Figure 1. Routing congestion (run 1).
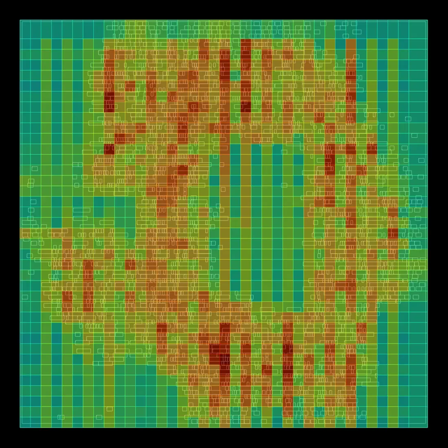
Figure 2. Register map, names as in the netlist (run 1).
Other sequential cells in the stronger grey, the rest of the logic in the fainter grey.
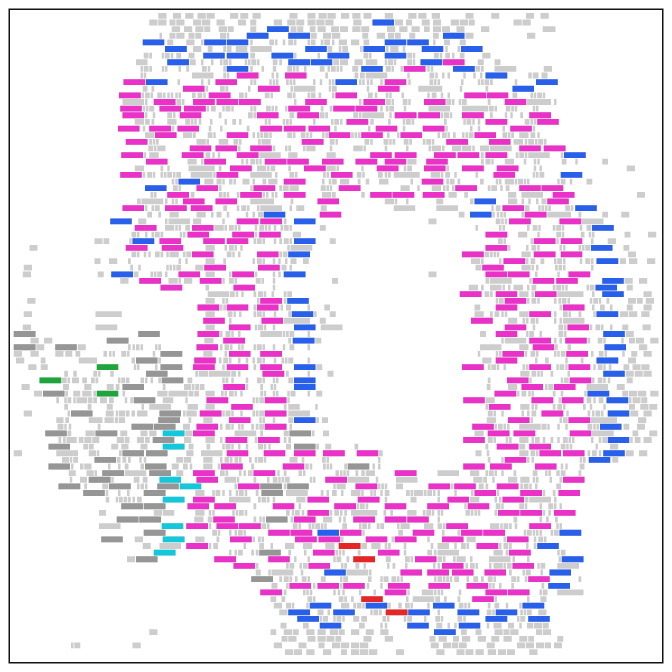
Figure 3. Ports around the boundary (run 1).
Pins as bars across the die edge, other pins in grey.
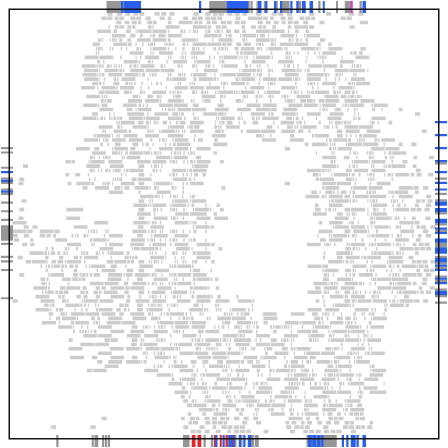
`config.mk`:
```
export PLATFORM = sky130hd
export DESIGN_NAME = cell_pos_stream_reader
export DESIGN_NICKNAME = d
export VERILOG_FILES = /design/src/rtl/cell_pos_stream_reader.sv
export SDC_FILE = /design/constraint.sdc
export NUM_CORES = 1
export LEC_CHECK = 0
export CORE_UTILIZATION = 30
export CTS_CLUSTER_SIZE = 28
export DETAILED_ROUTE_END_ITERATION = 7
export GPL_TIMING_DRIVEN = 0
export SYNTH_ARGS = -nofsm -noshare
export SYNTH_HDL_FRONTEND = slang
export SYNTH_SLANG_ARGS = --single-unit
```
`constraint.sdc`:
```
create_clock -name clk -period 9.5 [get_ports clk]
set_clock_uncertainty 0.1 [all_clocks]
set_input_delay 2.375 -clock clk [delete_from_list [all_inputs] [get_ports clk]]
set_output_delay 2.375 -clock clk [all_outputs]
set_load 0.02 [all_outputs]
```
`src/rtl/cell_pos_stream_reader.sv`:
```
// Reads one position cell from its RAM (count at address 0, particles at 1..N) and
// streams the particles downstream through a credit-limited skid FIFO.
module cell_pos_stream_reader #(
  parameter int unsigned DATA_WIDTH   = 96,
  parameter int unsigned PARTICLE_NUM = 220,
  parameter int unsigned ADDR_WIDTH   = 8,
  parameter int unsigned FIFO_DEPTH   = 4
) (
  input  logic                  clk,
  input  logic                  rst,
  input  logic                  start,
  output logic [ADDR_WIDTH-1:0] mem_address,
  output logic                  mem_rden,
  output logic                  mem_wren,
  input  logic [DATA_WIDTH-1:0] mem_q,
  output logic                  out_valid,
  input  logic                  out_ready,
  output logic [DATA_WIDTH-1:0] out_pos,
  output logic [ADDR_WIDTH-1:0] out_pid,
  output logic                  out_last,
  output logic                  busy,
  output logic                  done,
  output logic                  cnt_err
);

  localparam int unsigned CNT_W = $clog2(FIFO_DEPTH + 1);
  localparam int unsigned CRD_W = CNT_W + 1;
  localparam logic [ADDR_WIDTH-1:0] MAX_N = ADDR_WIDTH'(PARTICLE_NUM - 1);

  typedef struct packed {
    logic [DATA_WIDTH-1:0] pos;
    logic [ADDR_WIDTH-1:0] pid;
    logic                  last;
  } entry_t;

  typedef enum logic [2:0] {
    S_IDLE, S_RD_CNT, S_WAIT_CNT, S_STREAM, S_DRAIN, S_DONE
  } state_t;

  state_t                state_q, state_d;
  logic                  wait_q, wait_d;
  logic [ADDR_WIDTH-1:0] n_q, n_d;
  logic [ADDR_WIDTH-1:0] rd_ptr_q, rd_ptr_d;
  logic                  rden_q, rden_d;
  logic [ADDR_WIDTH-1:0] addr_q, addr_d;
  logic [1:0]            pipe_q, pipe_d;
  logic [ADDR_WIDTH-1:0] pid0_q, pid0_d, pid1_q, pid1_d;
  entry_t                fifo_q [FIFO_DEPTH];
  entry_t                fifo_d [FIFO_DEPTH];
  logic [FIFO_DEPTH-1:0] vld_q, vld_d;
  logic [CNT_W-1:0]      cnt_q, cnt_d;
  logic                  busy_q, busy_d;
  logic                  done_q, done_d;
  logic                  err_q, err_d;

  logic                  pop, push, issue_ok, cnt_over;
  logic [CNT_W-1:0]      cnt_after, wr_idx;
  logic [ADDR_WIDTH-1:0] cnt_word, n_cap;
  entry_t                push_ent;

  assign pop       = vld_q[0] & out_ready;
  assign push      = pipe_q[1];
  assign wr_idx    = cnt_q - CNT_W'(pop);
  assign cnt_after = wr_idx + CNT_W'(push);
  assign cnt_word  = mem_q[ADDR_WIDTH-1:0];
  assign cnt_over  = cnt_word > MAX_N;
  assign n_cap     = cnt_over ? MAX_N : cnt_word;
  assign push_ent  = '{pos: mem_q, pid: pid1_q, last: (pid1_q == n_q)};

  // Issue only if every read already committed still has a FIFO slot after this cycle.
  assign issue_ok = (CRD_W'(cnt_after) + CRD_W'(rden_q) + CRD_W'(pipe_q[0]))
                    < CRD_W'(FIFO_DEPTH);

  // Particle reads in flight; the count read (address 0) never enters the FIFO.
  always_comb begin
    pipe_d = {pipe_q[0], rden_q & (addr_q != '0)};
    pid0_d = addr_q;
    pid1_d = pid0_q;
  end

  // Shift-register FIFO: entry 0 is always the head, so outputs come straight from flops.
  always_comb begin
    fifo_d = fifo_q;
    vld_d  = vld_q;
    cnt_d  = cnt_after;
    if (pop) begin
      for (int unsigned i = 0; i < FIFO_DEPTH - 1; i++) begin
        fifo_d[i] = fifo_q[i+1];
        vld_d[i]  = vld_q[i+1];
      end
      vld_d[FIFO_DEPTH-1] = 1'b0;
    end
    if (push) begin
      for (int unsigned i = 0; i < FIFO_DEPTH; i++) begin
        if (CNT_W'(i) == wr_idx) begin
          fifo_d[i] = push_ent;
          vld_d[i]  = 1'b1;
        end
      end
    end
  end

  always_comb begin
    state_d  = state_q;
    wait_d   = wait_q;
    n_d      = n_q;
    rd_ptr_d = rd_ptr_q;
    rden_d   = 1'b0;
    addr_d   = addr_q;
    err_d    = err_q;
    case (state_q)
      S_IDLE: begin
        if (start) begin
          state_d = S_RD_CNT;
          rden_d  = 1'b1;
          addr_d  = '0;
          err_d   = 1'b0;
        end
      end
      S_RD_CNT: begin
        state_d = S_WAIT_CNT;
        wait_d  = 1'b0;
      end
      S_WAIT_CNT: begin
        if (!wait_q) begin
          wait_d = 1'b1;
        end else begin
          n_d = n_cap;
          if (cnt_over) err_d = 1'b1;
          if (n_cap == '0) begin
            state_d = S_DONE;
          end else begin
            // First particle read goes out with the count decision; the FIFO is empty.
            rden_d   = 1'b1;
            addr_d   = ADDR_WIDTH'(1);
            rd_ptr_d = ADDR_WIDTH'(2);
            state_d  = (n_cap == ADDR_WIDTH'(1)) ? S_DRAIN : S_STREAM;
          end
        end
      end
      S_STREAM: begin
        if (issue_ok) begin
          rden_d   = 1'b1;
          addr_d   = rd_ptr_q;
          rd_ptr_d = rd_ptr_q + ADDR_WIDTH'(1);
          if (rd_ptr_q == n_q) state_d = S_DRAIN;
        end
      end
      S_DRAIN: begin
        if (!rden_q && !pipe_q[0] && (cnt_after == '0)) state_d = S_DONE;
      end
      S_DONE: begin
        state_d = S_IDLE;
      end
      default: state_d = S_IDLE;
    endcase
    busy_d = (state_d == S_RD_CNT) || (state_d == S_WAIT_CNT) ||
             (state_d == S_STREAM) || (state_d == S_DRAIN);
    done_d = (state_d == S_DONE);
  end

  always_ff @(posedge clk or negedge rst) begin
    if (!rst) begin
      state_q  <= S_IDLE;
      wait_q   <= 1'b0;
      n_q      <= '0;
      rd_ptr_q <= '0;
      rden_q   <= 1'b0;
      addr_q   <= '0;
      pipe_q   <= '0;
      pid0_q   <= '0;
      pid1_q   <= '0;
      for (int unsigned i = 0; i < FIFO_DEPTH; i++) fifo_q[i] <= '0;
      vld_q    <= '0;
      cnt_q    <= '0;
      busy_q   <= 1'b0;
      done_q   <= 1'b0;
      err_q    <= 1'b0;
    end else begin
      state_q  <= state_d;
      wait_q   <= wait_d;
      n_q      <= n_d;
      rd_ptr_q <= rd_ptr_d;
      rden_q   <= rden_d;
      addr_q   <= addr_d;
      pipe_q   <= pipe_d;
      pid0_q   <= pid0_d;
      pid1_q   <= pid1_d;
      for (int unsigned i = 0; i < FIFO_DEPTH; i++) fifo_q[i] <= fifo_d[i];
      vld_q    <= vld_d;
      cnt_q    <= cnt_d;
      busy_q   <= busy_d;
      done_q   <= done_d;
      err_q    <= err_d;
    end
  end

  assign mem_address = addr_q;
  assign mem_rden    = rden_q;
  assign mem_wren    = 1'b0;
  assign out_valid   = vld_q[0];
  assign out_pos     = fifo_q[0].pos;
  assign out_pid     = fifo_q[0].pid;
  assign out_last    = fifo_q[0].last;
  assign busy        = busy_q;
  assign done        = done_q;
  assign cnt_err     = err_q;

endmodule
```
==> deck_impl_summary.md, run 1 <==
Synthesis and Place & Route Summary

Clock tree
  • Total CTS buffers: 53
  • CTS tree: yes
  • Post-CTS sizing: 0
  • H-Tree Depth: 2
  • Clock transition at path regs: 60 ps
  • Clk latency late pin: 600 ps
  • CTS Hold Buffers Added: 0
  • # Post-CTS Setup Buffers: 0
  • Root Buffer Master: clkbuf_16
  • Clk buf depth: 3
  • Clock sink total: 477

Die
  • FP Core Util: 30.3%
  • Number of I/O pins: 219
  • Row cnt: 97
  • Core region area: 69900 µm²
  • Die area: 71600 µm²

Route
  • Wire length on met2: 29200 µm
  • Final Routed Wirelength: 60700 µm
  • Drt via density: 4.70
  • Drt drc: 0
  • DRT antenna net count: 0
  • Top Metal Used: met5
  • WL met1: 27100 µm
  • Drt pass-1 iters: 6
  • Iteration-0 DRC Markers: 1215
  • Total number of vias: 16600
  • Met3 WL: 2800 µm

Synthesis
  • Synthesized cell area: 21200 µm²
  • Top cell type's share of synthesized area: 56.4%
  • Mean Syn Cell Area: 9.28 µm²
  • Ys flops: 477
  • Synth top cells by count: nand2_1 (679), dfrtp_1 (477), nor2_1 (326), a31oi_1 (315), buf_4 (112)
  • Floorplan Nets: 2387
  • Ys Warns: 0
  • Post-Synthesis Cells: 2281
  • Flip-flops with a built-in enable: 0
  • Cell Type Count: 45
  • Count leader, synth: nand2_1
  • Yosys stat chip area: 21200 µm²
  • Register share after synthesis: 56.4%
  • Top cells, area: dfrtp_1 (56%), nand2_1 (12%), a31oi_1 (9.3%)
  • Area leader, netlist: dfrtp_1
  • Post-synth ARST share: 100%
  • Dominant register cell: dfrtp_1
  • # Cells Yosys: 2281

Placed design
  • Dpl cells: 3442
  • Gpl congestion: 0.802
  • Post-DP HPWL: 42300 µm

Final timing
  • Worst slew pin tran: 1320 ps
  • TNS Setup: 0 ps
  • Tcrit/Tclk final: 64.2%
  • Slew HR: 11.7%
  • RSZ-0062 raised after global routing: false
  • Slew Limit Fails: 0
  • Endpoints failing hold: 0
  • Max Freq: 164 MHz
  • Endpoints failing setup: 0
  • Final critical-path required period: 6100 ps

Global route
  • Number of global-route vias before repair: 16700
  • Grt total ovfl: 0
  • Antenna violations before repair: 5
  • First-pass GRT wire length: 96500 µm
  • Largest net degree at the start of global routing: 118

Power
  • IR drop worst, VDD: 0.143 mV
  • Leakage: 0.0117 µW
  • PwrDens: 343 nW/µm²
  • Final Total Pwr: 9100 µW

Final layout
  • Area Overhead vs Synth: 25.3%
  • Final std cells w/o fill: 3541
  • Nets: 2663
  • Share of layout cells above drive strength 1: 13.8%

Worst setup path
  • WS Path Type: input pin to register
  • Reg2reg setup slack: 5280 ps
  • CP Data Required Time: 9820 ps
  • Critical Path Max Stage Delay: 950 ps
  • FF-to-FF Start: vld_q[0]$_DFF_PN0_
  • Startpoint types: input pin
  • CP arrival: 6430 ps
  • Slowest cell on the critical path: clkbuf_1
  • RR Endpoint: out_pos[16]$_DFF_PN0_
  • Endpoint class of the critical path: register
  • Worst-path cell chain: clkdlybuf4s50_1, nand2_1, inv_1, buf_2, clkbuf_1, ha_1, ha_1, xnor2_1, nand4_1, clkbuf_1, clkbuf_1, a31oi_1
  • Worst path most repeated cell: clkbuf_1
  • R2R cell count: 11
  • CP Max Fanout: 10

Run
  • Max-Cap Viols: 0
  • Tool warnings: 32

Outcome
  • Run status: finished, final reports clean

Worst hold path
  • Hold path depth: 0
  • Hold endpoint: pid1_q[3]$_DFF_PN0_
  • Hold Path Class: register to register
  • HP Start: pid0_q[3]$_DFF_PN0_
## Picture notes: Figure 1
met2 Use GR: 28.3%
final core utilization: 37.9%
wire per inst: 17.1 µm
met1 usage: 23.3%
GRT Util Overall: 17.2%

## Picture notes: Figure 2
colour	netlist name	sequential cells
green	state_q	3
cyan	pid1_q	8
red	vld_q	4
blue	out_pos	96
magenta	fifo_q	315
flop share of the area: 45.0%
Seq power: 3590 µW
storage element area: 11900 µm²

## Picture notes: Figure 3
colour	port	pins	direction	edge
blue	out_pos	96	output	41 top, 28 right, 24 bottom, 3 left
red	out_pid	8	output	bottom
magenta	clk	1	input	top
all pins by edge	84 top, 65 bottom, 45 right, 25 left
Die W: 268 µm
Die H: 268 µm
Port Buffer Count: 217

==> run 1: worst max-delay path by stage <==
stage	from	end	slack (ps)
final	out_ready	out_pos[16]$_DFF_PN0_	3400
after floorplan	out_ready	done$_DFF_PN0_	4460
after detailed placement	out_ready	out_pos[22]$_DFF_PN0_	2770
after CTS	out_ready	out_pos[15]$_DFF_PN0_	3380
after global placement	rst	rd_ptr_q[2]$_DFFE_PN0P_	-15870
after global routing	out_ready	fifo_q[237]$_DFF_PN0_	3100
==> run 1: worst max-delay path: cells and delay by family <==
kind | cells | cell delay (ps)
AOI/OAI and AO/OA | 1 | 170
and+or+nand+nor | 2 | 350
buffers and inverters | 6 | 2930
adders and majority gates | 2 | 450
xor gates and xnor gates | 1 | 130
==> run 1: metal layers <==
layer  vias to the layer above  global-route usage [%]
met5                         -                       0
met4                         8                    4.86
met3                       100                    2.56
met2                       386                    28.3
met1                      8062                    23.3
li1                       8092                       -
==> run 1: cells by family after synthesis <==
group	synth area share, %
simple gates	19.0
flops	56.4
compound gates	10.4
buf+inv	7.18
mux	5.58
xor+xnor	1.10
fa+ha+maj	0.355
other cells	0.0177
==> run 1: power by group <==
group	total [µW]	switching (µW)	internal, µW
clock	2220	873	1340
sequential	3590	558	3030
combinational	3300	1670	1620
==> run 1: cells in the final DEF (no fill, tap or decap), drive strengths merged, types with 9 or more instances in the layout <==
master,n
nand2,679
dfrtp,477
nor2,327
a31oi,316
clkdlybuf4s50,216
clkbuf,181
buf,158
mux2,104
o21ai,23
xor2,15
inv,15
clkinv,10
xnor2,9
bufinv,9
==> run 1: through the flow <==
step / worst slack [ps] / cell area, µm² / util (%) / hold slack [ps]
after global placement: -15870 / 24500 / 35.1 / 232
after global routing: 3100 / 26500 / 37.9 / 256
after CTS: 3380 / 26500 / 37.9 / 245
after floorplan: 4460 / 21200 / - / 231
after detailed placement: 2770 / 24600 / 35.2 / 235
final: 3400 / 26500 / 37.9 / 242
==> run 1: state kept, by name, indices dropped and copies added, names as in the netlist <==
register	cells
n_q	8
fifo_q	315
pid0_q	8
out_pos	96
rd_ptr_q	8
mem_address	8
mem_rden	1
pipe_q	2
cnt_err	1
done	1
state_q	3
pid1_q	8
out_pid	8
out_last	1
cnt_q	3
vld_q	4
wait_q	1
busy	1
==> run 1: layout make-up <==
cell class	count	area, µm²
inverter	12	45.0
timing repair buffer	221	2290
sequential	477	11900
tap	940	1180
clock buffer	70	1480
buffer	264	1480
multi-input combinational	1528	7710
antenna	1	2.50
clock inverter	28	399
fill	7034	43400
==> run 1 -> run 2 <==
==> constraint.sdc (replaced) <==
create_clock -name clk -period 5.4 [get_ports clk]
set_clock_uncertainty 0.1 [all_clocks]
set_input_delay 1.35 -clock clk [delete_from_list [all_inputs] [get_ports clk]]
set_output_delay 1.35 -clock clk [all_outputs]
set_load 0.02 [all_outputs]
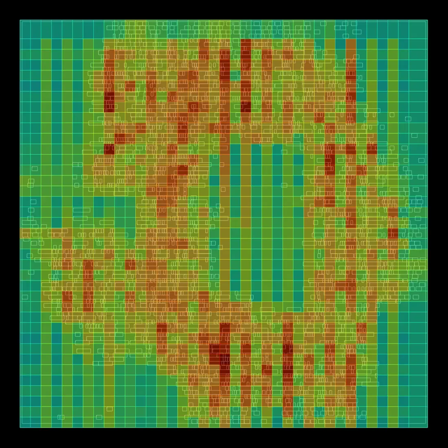
Figure 4: run 2, routing congestion.
most used routing layer: met2
met3 usage: 2.56%

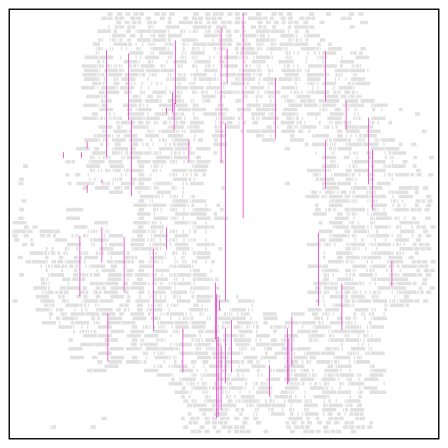
Figure 5: run 2, signal wires on met4.
Cells faint in the background.
wire length on this layer	1490 µm
longest straight run	128 µm
Final Routed Wirelength: 60700 µm
total number of vias: 16600

==> run 2 against run 1 <==
Cell count unchanged. Routed wire length stayed put. Combinational power is 76% higher. Critical endpoint unchanged. Highest routed layer unchanged. Final area did not move. Register-to-register slack worse by 4100 ps. First-iteration DRC count unchanged. Non-clock buffer count unchanged.
==> deck_impl_summary.md, run 2 <==
Synthesis and Place & Route Summary

Power
  • Final Total Pwr: 16000 µW (+76%)
  • Leakage: 0.0117 µW (unchanged)
  • PwrDens: 604 nW/µm² (+76%)
  • IR drop worst, VDD: 0.252 mV (+76%)

Outcome
  • Run status: finished, final reports clean

Clock tree
  • Clk buf depth: 3 (unchanged)
  • Post-CTS sizing: 0 (unchanged)
  • CTS tree: yes
  • Root Buffer Master: clkbuf_16
  • Clock sink total: 477 (unchanged)
  • H-Tree Depth: 2 (unchanged)
  • Total CTS buffers: 53 (unchanged)
  • Clk latency late pin: 600 ps (about the same)
  • Clock transition at path regs: 60 ps (about the same)
  • # Post-CTS Setup Buffers: 0 (unchanged)
  • CTS Hold Buffers Added: 0 (unchanged)

Synthesis
  • Simple Share, Synth: 19.0% (unchanged)
  • Floorplan Nets: 2387 (unchanged)
  • Top cell type's share of synthesized area: 56.4% (unchanged)
  • Flip-flops with a built-in enable: 0 (unchanged)
  • Synthesized cell area: 21200 µm² (unchanged)
  • Ys Warns: 0 (unchanged)
  • Mux share: 5.58% (unchanged)
  • Post-Synthesis Cells: 2281 (unchanged)
  • Count leader, synth: nand2_1
  • Dominant register cell: dfrtp_1
  • Yosys stat chip area: 21200 µm² (unchanged)
  • Post-synth ARST share: 100% (unchanged)
  • Fa+ha+maj area frac: 0.355% (unchanged)
  • Register share after synthesis: 56.4% (unchanged)
  • Mean Syn Cell Area: 9.28 µm² (unchanged)
  • Cell Type Count: 45 (unchanged)
  • Ys flops: 477 (unchanged)
  • Top logic family: simple AND/OR/NAND/NOR gates
  • XORs/XNORs by Area: 1.10% (unchanged)
  • # Cells Yosys: 2281 (unchanged)
  • Top cells, area: dfrtp_1 (56%), nand2_1 (12%), a31oi_1 (9.3%)
  • Area leader, netlist: dfrtp_1
  • Synth top cells by count: nand2_1 (679), dfrtp_1 (477), nor2_1 (326), a31oi_1 (315), buf_4 (112)
  • Ao+oa area frac: 10.4% (unchanged)

Route
  • Drt via density: 4.70 (unchanged)
  • DRT antenna net count: 0 (unchanged)
  • Wire per inst: 17.1 µm (unchanged)
  • Drt pass-1 iters: 6 (unchanged)
  • Iteration-0 DRC Markers: 1215 (unchanged)
  • Drt drc: 0 (unchanged)

Final layout
  • # fillers: 7034 (unchanged)
  • Share of layout cells above drive strength 1: 13.8% (unchanged)
  • Reg with most FFs: fifo_q
  • Final std cells w/o fill: 3541 (unchanged)
  • Max reg flops: 315 (unchanged)
  • Nets: 2663 (unchanged)
  • Commonest Layout Cell: nand2_1
  • Top Layout Cells: nand2_1 (679), dfrtp_1 (477), nor2_1 (326)
  • Area Overhead vs Synth: 25.3% (unchanged)

Final timing
  • Worst slew pin tran: 1320 ps (unchanged)
  • Max Freq: 197 MHz
  • TNS Setup: 0 ps (unchanged)
  • RSZ-0062 raised after global routing: false
  • Slew Limit Fails: 0 (unchanged)
  • Tcrit/Tclk final: 94.0%
  • Endpoints failing setup: 0 (unchanged)
  • Endpoints failing hold: 0 (unchanged)
  • Slew HR: 11.7% (unchanged)
  • Final critical-path required period: 5080 ps

Worst setup path
  • Critical Path Max Stage Delay: 950 ps (about the same)
  • CP Max Fanout: 10 (unchanged)
  • CP arrival: 5400 ps (-1030 ps)
  • Startpoint types: input pin
  • Slowest cell on the critical path: clkbuf_1
  • Worst path most repeated cell: clkbuf_1
  • Worst-path cell chain: clkdlybuf4s50_1, nand2_1, inv_1, buf_2, clkbuf_1, ha_1, ha_1, xnor2_1, nand4_1, clkbuf_1, clkbuf_1, a31oi_1
  • CP Data Required Time: 5720 ps (-4100 ps)
  • Endpoint class of the critical path: register
  • WS Path Type: input pin to register

Placed design
  • Dpl cells: 3442 (unchanged)
  • Post-DP HPWL: 42300 µm (unchanged)
  • Port Buffer Count: 217 (unchanged)
  • Gpl congestion: 0.802 (unchanged)

Worst hold path
  • Hold Path Class: register to register

Global route
  • Largest net degree at the start of global routing: 118 (unchanged)
  • Antenna violations before repair: 5 (unchanged)
  • Number of global-route vias before repair: 16700 (unchanged)
  • Grt total ovfl: 0 (unchanged)
  • GRT Util Overall: 17.2% (unchanged)
  • First-pass GRT wire length: 96500 µm (unchanged)

Die
  • Die H: 268 µm (unchanged)
  • Number of I/O pins: 219 (unchanged)
  • Die area: 71600 µm² (unchanged)
  • FP Core Util: 30.3% (unchanged)
  • Row cnt: 97 (unchanged)
  • Core region area: 69900 µm² (unchanged)
  • Die W: 268 µm (unchanged)

Run
  • Tool warnings: 32 (unchanged)
  • Max-Cap Viols: 0 (unchanged)
run 2: critical path: cells and delay by family:
kind	cells	cell delay, ps
xor gates and xnor gates	1	130
and+or+nand+nor	2	350
adders and majority gates	2	450
buffers and inverters	6	2930
AOI/OAI and AO/OA	1	170
run 2: report_power, final:
part / switching (µW) / leakage (µW) / internal (µW)
clock: 1540 / 0.000908 / 2360
combinational: 2940 / 0.00507 / 2860
sequential: 982 / 0.00577 / 5330
run 2: final cells by class:
cell class | instances | area [µm²] | share of cell area (%)
clock inverters | 28 | 399 | 1.51
clock buffers | 70 | 1480 | 5.58
plain buffers | 264 | 1480 | 5.56
diodes | 1 | 2.50 | 0.00944
repair buffers | 221 | 2290 | 8.63
multi-input cells | 1528 | 7710 | 29.1
inverters | 12 | 45.0 | 0.170
flip-flops and latches | 477 | 11900 | 45.0
well taps | 940 | 1180 | 4.44
run 2: logic make-up after synthesis:
family / Yosys count
AOI/OAI and AO/OA: 352
xor gates and xnor gates: 25
adders and majority gates: 6
buffers and inverters: 276
DFF: 477
muxes: 105
other: 1
and+or+nand+nor: 1039
run 2: metal layers:
| metal | track usage [%] | share of wire, % |
|---|---|---|
| met5 | 0 | 0.086 |
| met2 | 28.3 | 48 |
| met1 | 23.3 | 45 |
| met3 | 2.56 | 4.6 |
| met4 | 4.86 | 2.5 |
run 2: worst paths after layout:
check	start	to	slack, ps	cells past startpoint
min in group asynchronous	rst	out_pos[51]$_DFF_PN0_	640	1
setup / recovery	out_ready	out_pos[16]$_DFF_PN0_	320	12
max in group asynchronous	rst	rd_ptr_q[2]$_DFFE_PN0P_	3030	3
hold reg to reg	pid0_q[3]$_DFF_PN0_	pid1_q[3]$_DFF_PN0_	240	0
setup reg to reg	vld_q[0]$_DFF_PN0_	out_pos[16]$_DFF_PN0_	1180	11
hold / removal	pid0_q[3]$_DFF_PN0_	pid1_q[3]$_DFF_PN0_	240	0
run 2: metrics by stage:
| step | hold slack [ps] | area [µm²] | utilization, % | worst slack [ps] |
|---|---|---|---|---|
| global placement | 232 | 24500 | 35.1 | -18940 |
| finish | 242 | 26500 | 37.9 | 323 |
| floorplan | 231 | 21200 | - | 1380 |
| CTS | 245 | 26500 | 37.9 | 300 |
| global route | 256 | 26500 | 37.9 | 24.5 |
| detailed placement | 235 | 24600 | 35.2 | -308 |
==> run 2 -> run 3 <==
--- a/config.mk
+++ b/config.mk
@@ -8,6 +8,7 @@
 export CORE_UTILIZATION = 30
 export CTS_CLUSTER_SIZE = 28
 export DETAILED_ROUTE_END_ITERATION = 7
+export GPL_ROUTABILITY_DRIVEN = 0
 export GPL_TIMING_DRIVEN = 0
 export SYNTH_ARGS = -nofsm -noshare
 export SYNTH_HDL_FRONTEND = slang
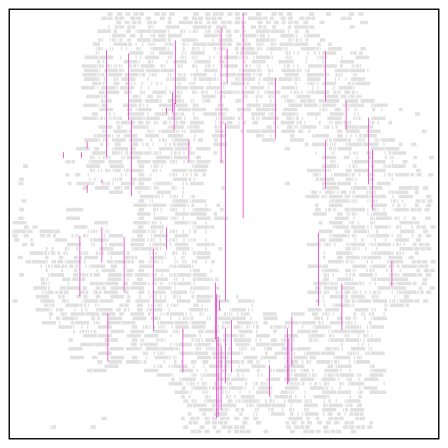
Figure 6: run 3, signal wires on met4.
Cells faint in the background.
main direction	vertical
longest straight run	128 µm
nets with wire on the layer	24
wire length on this layer	1490 µm
share of all routed wire	2.5%

==> run 3 against run 2 <==
Sequential cell count is the same. Combinational power about the same. Clock power is essentially flat. Area after synthesis is the same. Sequential power about the same. Critical endpoint unchanged.
==> deck_impl_summary.md, run 3 <==
Synthesis and Place & Route Summary

Clock tree
  • CTS Hold Buffers Added: 0 (unchanged)
  • Clock sink total: 477 (unchanged)
  • # Post-CTS Setup Buffers: 0 (unchanged)
  • Post-CTS sizing: 0 (unchanged)
  • Clock transition at path regs: 60 ps (about the same)
  • Total CTS buffers: 53 (unchanged)
  • CTS tree: yes
  • H-Tree Depth: 2 (unchanged)
  • Clk buf depth: 3 (unchanged)
  • Root Buffer Master: clkbuf_16

Route
  • Final Routed Wirelength: 60700 µm (unchanged)
  • Drt pass-1 iters: 6 (unchanged)
  • Drt drc: 0 (unchanged)
  • Iteration-0 DRC Markers: 1215 (unchanged)
  • Met3 WL: 2800 µm (unchanged)
  • Top Metal Used: met5
  • Wire per inst: 17.1 µm (unchanged)
  • Drt via density: 4.70 (unchanged)
  • Wire length on met2: 29200 µm (unchanged)
  • DRT antenna net count: 0 (unchanged)
  • WL met1: 27100 µm (unchanged)
  • Total number of vias: 16600 (unchanged)

Die
  • Die H: 268 µm (unchanged)
  • Number of I/O pins: 219 (unchanged)
  • Die area: 71600 µm² (unchanged)
  • Core region area: 69900 µm² (unchanged)
  • Die W: 268 µm (unchanged)
  • FP Core Util: 30.3% (unchanged)
  • Row cnt: 97 (unchanged)

Synthesis
  • Area leader, netlist: dfrtp_1
  • Ys Warns: 0 (unchanged)
  • Synth top cells by count: nand2_1 (679), dfrtp_1 (477), nor2_1 (326), a31oi_1 (315), buf_4 (112)
  • Flip-flops with a built-in enable: 0 (unchanged)
  • Post-Synthesis Cells: 2281 (unchanged)
  • Dominant register cell: dfrtp_1
  • Cell Type Count: 45 (unchanged)
  • Top cells, area: dfrtp_1 (56%), nand2_1 (12%), a31oi_1 (9.3%)
  • Top cell type's share of synthesized area: 56.4% (unchanged)
  • Count leader, synth: nand2_1
  • Yosys stat chip area: 21200 µm² (unchanged)
  • Floorplan Nets: 2387 (unchanged)
  • Synthesized cell area: 21200 µm² (unchanged)
  • Ys flops: 477 (unchanged)
  • Mean Syn Cell Area: 9.28 µm² (unchanged)
  • # Cells Yosys: 2281 (unchanged)
  • Post-synth ARST share: 100% (unchanged)
  • Register share after synthesis: 56.4% (unchanged)

Run
  • Max-Cap Viols: 0 (unchanged)
  • Tool warnings: 32 (unchanged)

Global route
  • Number of global-route vias before repair: 16700 (unchanged)
  • Largest net degree at the start of global routing: 118 (unchanged)
  • Grt total ovfl: 0 (unchanged)
  • First-pass GRT wire length: 96500 µm (unchanged)
  • GRT Util Overall: 17.2% (unchanged)
  • Antenna violations before repair: 5 (unchanged)

Worst setup path
  • CP arrival: 5400 ps (about the same)
  • Critical Path Max Stage Delay: 950 ps (about the same)
  • Worst path most repeated cell: clkbuf_1
  • CP Data Required Time: 5720 ps (about the same)
  • Slowest cell on the critical path: clkbuf_1
  • CP Max Fanout: 10 (unchanged)
  • Startpoint types: input pin
  • Worst-path cell chain: clkdlybuf4s50_1, nand2_1, inv_1, buf_2, clkbuf_1, ha_1, ha_1, xnor2_1, nand4_1, clkbuf_1, clkbuf_1, a31oi_1
  • Endpoint class of the critical path: register
  • WS Path Type: input pin to register

Worst hold path
  • Hold Path Class: register to register

Power
  • PwrDens: 604 nW/µm² (unchanged)
  • Final Total Pwr: 16000 µW (unchanged)
  • IR drop worst, VDD: 0.252 mV (unchanged)
  • Leakage: 0.0117 µW (unchanged)

Final timing
  • Endpoints failing hold: 0 (unchanged)
  • Slew Limit Fails: 0 (unchanged)
  • Final critical-path required period: 5080 ps (unchanged)
  • Max Freq: 197 MHz (unchanged)
  • Worst slew pin tran: 1320 ps (unchanged)
  • Final WS setup: 323 ps (unchanged)
  • RSZ-0062 raised after global routing: false
  • Slew HR: 11.7% (unchanged)
  • Tcrit/Tclk final: 94.0% (unchanged)
  • Endpoints failing setup: 0 (unchanged)

Final layout
  • Reg with most FFs: fifo_q
  • Max reg flops: 315 (unchanged)
  • Commonest Layout Cell: nand2_1
  • Top Layout Cells: nand2_1 (679), dfrtp_1 (477), nor2_1 (326)
  • Area Overhead vs Synth: 25.3% (unchanged)
  • Final core utilization: 37.9% (unchanged)
  • Share of layout cells above drive strength 1: 13.8% (unchanged)
  • Nets: 2663 (unchanged)

Placed design
  • Port Buffer Count: 217 (unchanged)
  • Setup WS pre-CTS: -308 ps (unchanged)
  • Post-DP HPWL: 42300 µm (unchanged)

Outcome
  • Run status: finished, final reports clean
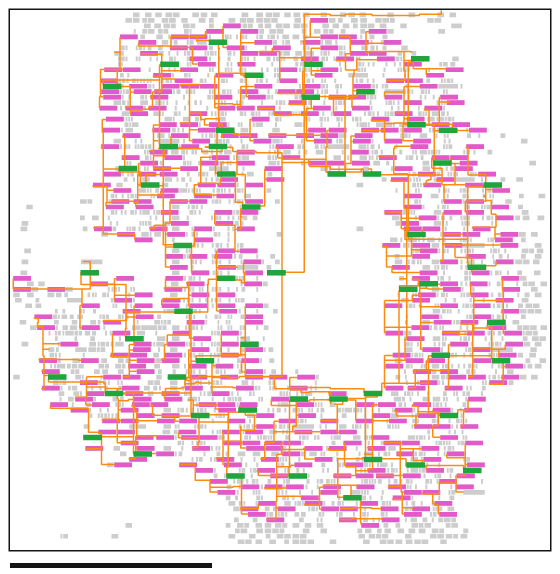
Figure 7: run 3, clock distribution.
The bar under the picture is 100 µm long.
[magenta] flip-flops | count: 477
[green] clock-net drivers | count: 53
[orange] clock wires | length: 6530 µm
flops lie	spread over the die
routed clock nets	54
clk latency late pin: 600 ps
Clock power frac: 24.3%
Clk. pwr: 3900 µW

-- run 3: cell counts after synthesis --
Identical to the previous run, type by type.
-- run 3: worst paths after layout --
| path | startpoint | end | slack, ps | cells past startpoint |
|---|---|---|---|---|
| worst max-delay path | out_ready | out_pos[16]$_DFF_PN0_ | 320 | 12 |
| worst min-delay path | pid0_q[3]$_DFF_PN0_ | pid1_q[3]$_DFF_PN0_ | 240 | 0 |
| worst max register to register | vld_q[0]$_DFF_PN0_ | out_pos[16]$_DFF_PN0_ | 1180 | 11 |
| worst min register to register | pid0_q[3]$_DFF_PN0_ | pid1_q[3]$_DFF_PN0_ | 240 | 0 |
| max in group asynchronous | rst | rd_ptr_q[2]$_DFFE_PN0P_ | 3030 | 3 |
| min in group asynchronous | rst | out_pos[51]$_DFF_PN0_ | 640 | 1 |
-- run 3: final cells by class --
cell class	instances	area, µm²
Timing Repair Buffer	221	2290
Tap cell	940	1180
Buffer	264	1480
Fill cell	7034	43400
Clock buffer	70	1480
Multi-Input combinational cell	1528	7710
Clock inverter	28	399
Sequential cell	477	11900
Antenna cell	1	2.50
Inverter	12	45.0
-- run 3: worst max-delay path: cells and delay by family --
family          cells  cell delay, ps
xor+xnor            1             130
buf+inv             6            2930
compound gates      1             170
simple gates        2             350
fa+ha+maj           2             450
-- run 3: logic make-up after synthesis --
group                      share of synthesized area [%]
buffers and inverters                               7.18
DFF                                                 56.4
AOI/OAI and AO/OA                                   10.4
adders and majority gates                          0.355
xor gates and xnor gates                            1.10
muxes                                               5.58
and+or+nand+nor                                     19.0
other                                             0.0177
-- run 3: per-layer routing --
layer	vias to the layer above	global-route usage, %
met4	8	4.86
met1	8062	23.3
met2	386	28.3
met5	-	0
li1	8092	-
met3	100	2.56
-- run 3: report_power, final --
| group | internal (µW) | switching (µW) | total (µW) |
|---|---|---|---|
| combinational | 2860 | 2940 | 5800 |
| clock | 2360 | 1540 | 3900 |
| sequential | 5330 | 982 | 6320 |
-- run 3: metrics by stage --
step / area, µm² / std cells / hold slack [ps] / setup TNS, ps
final: 26500 / 3541 / 242 / 0
after global routing: 26500 / 3540 / 256 / 0
after CTS: 26500 / 3540 / 245 / 0
after detailed placement: 24600 / 3442 / 235 / -48420
after global placement: 24500 / 3438 / 232 / -9043600
after floorplan: 21200 / 2281 / 231 / 0
Power is estimated from default activity; no workload was simulated.
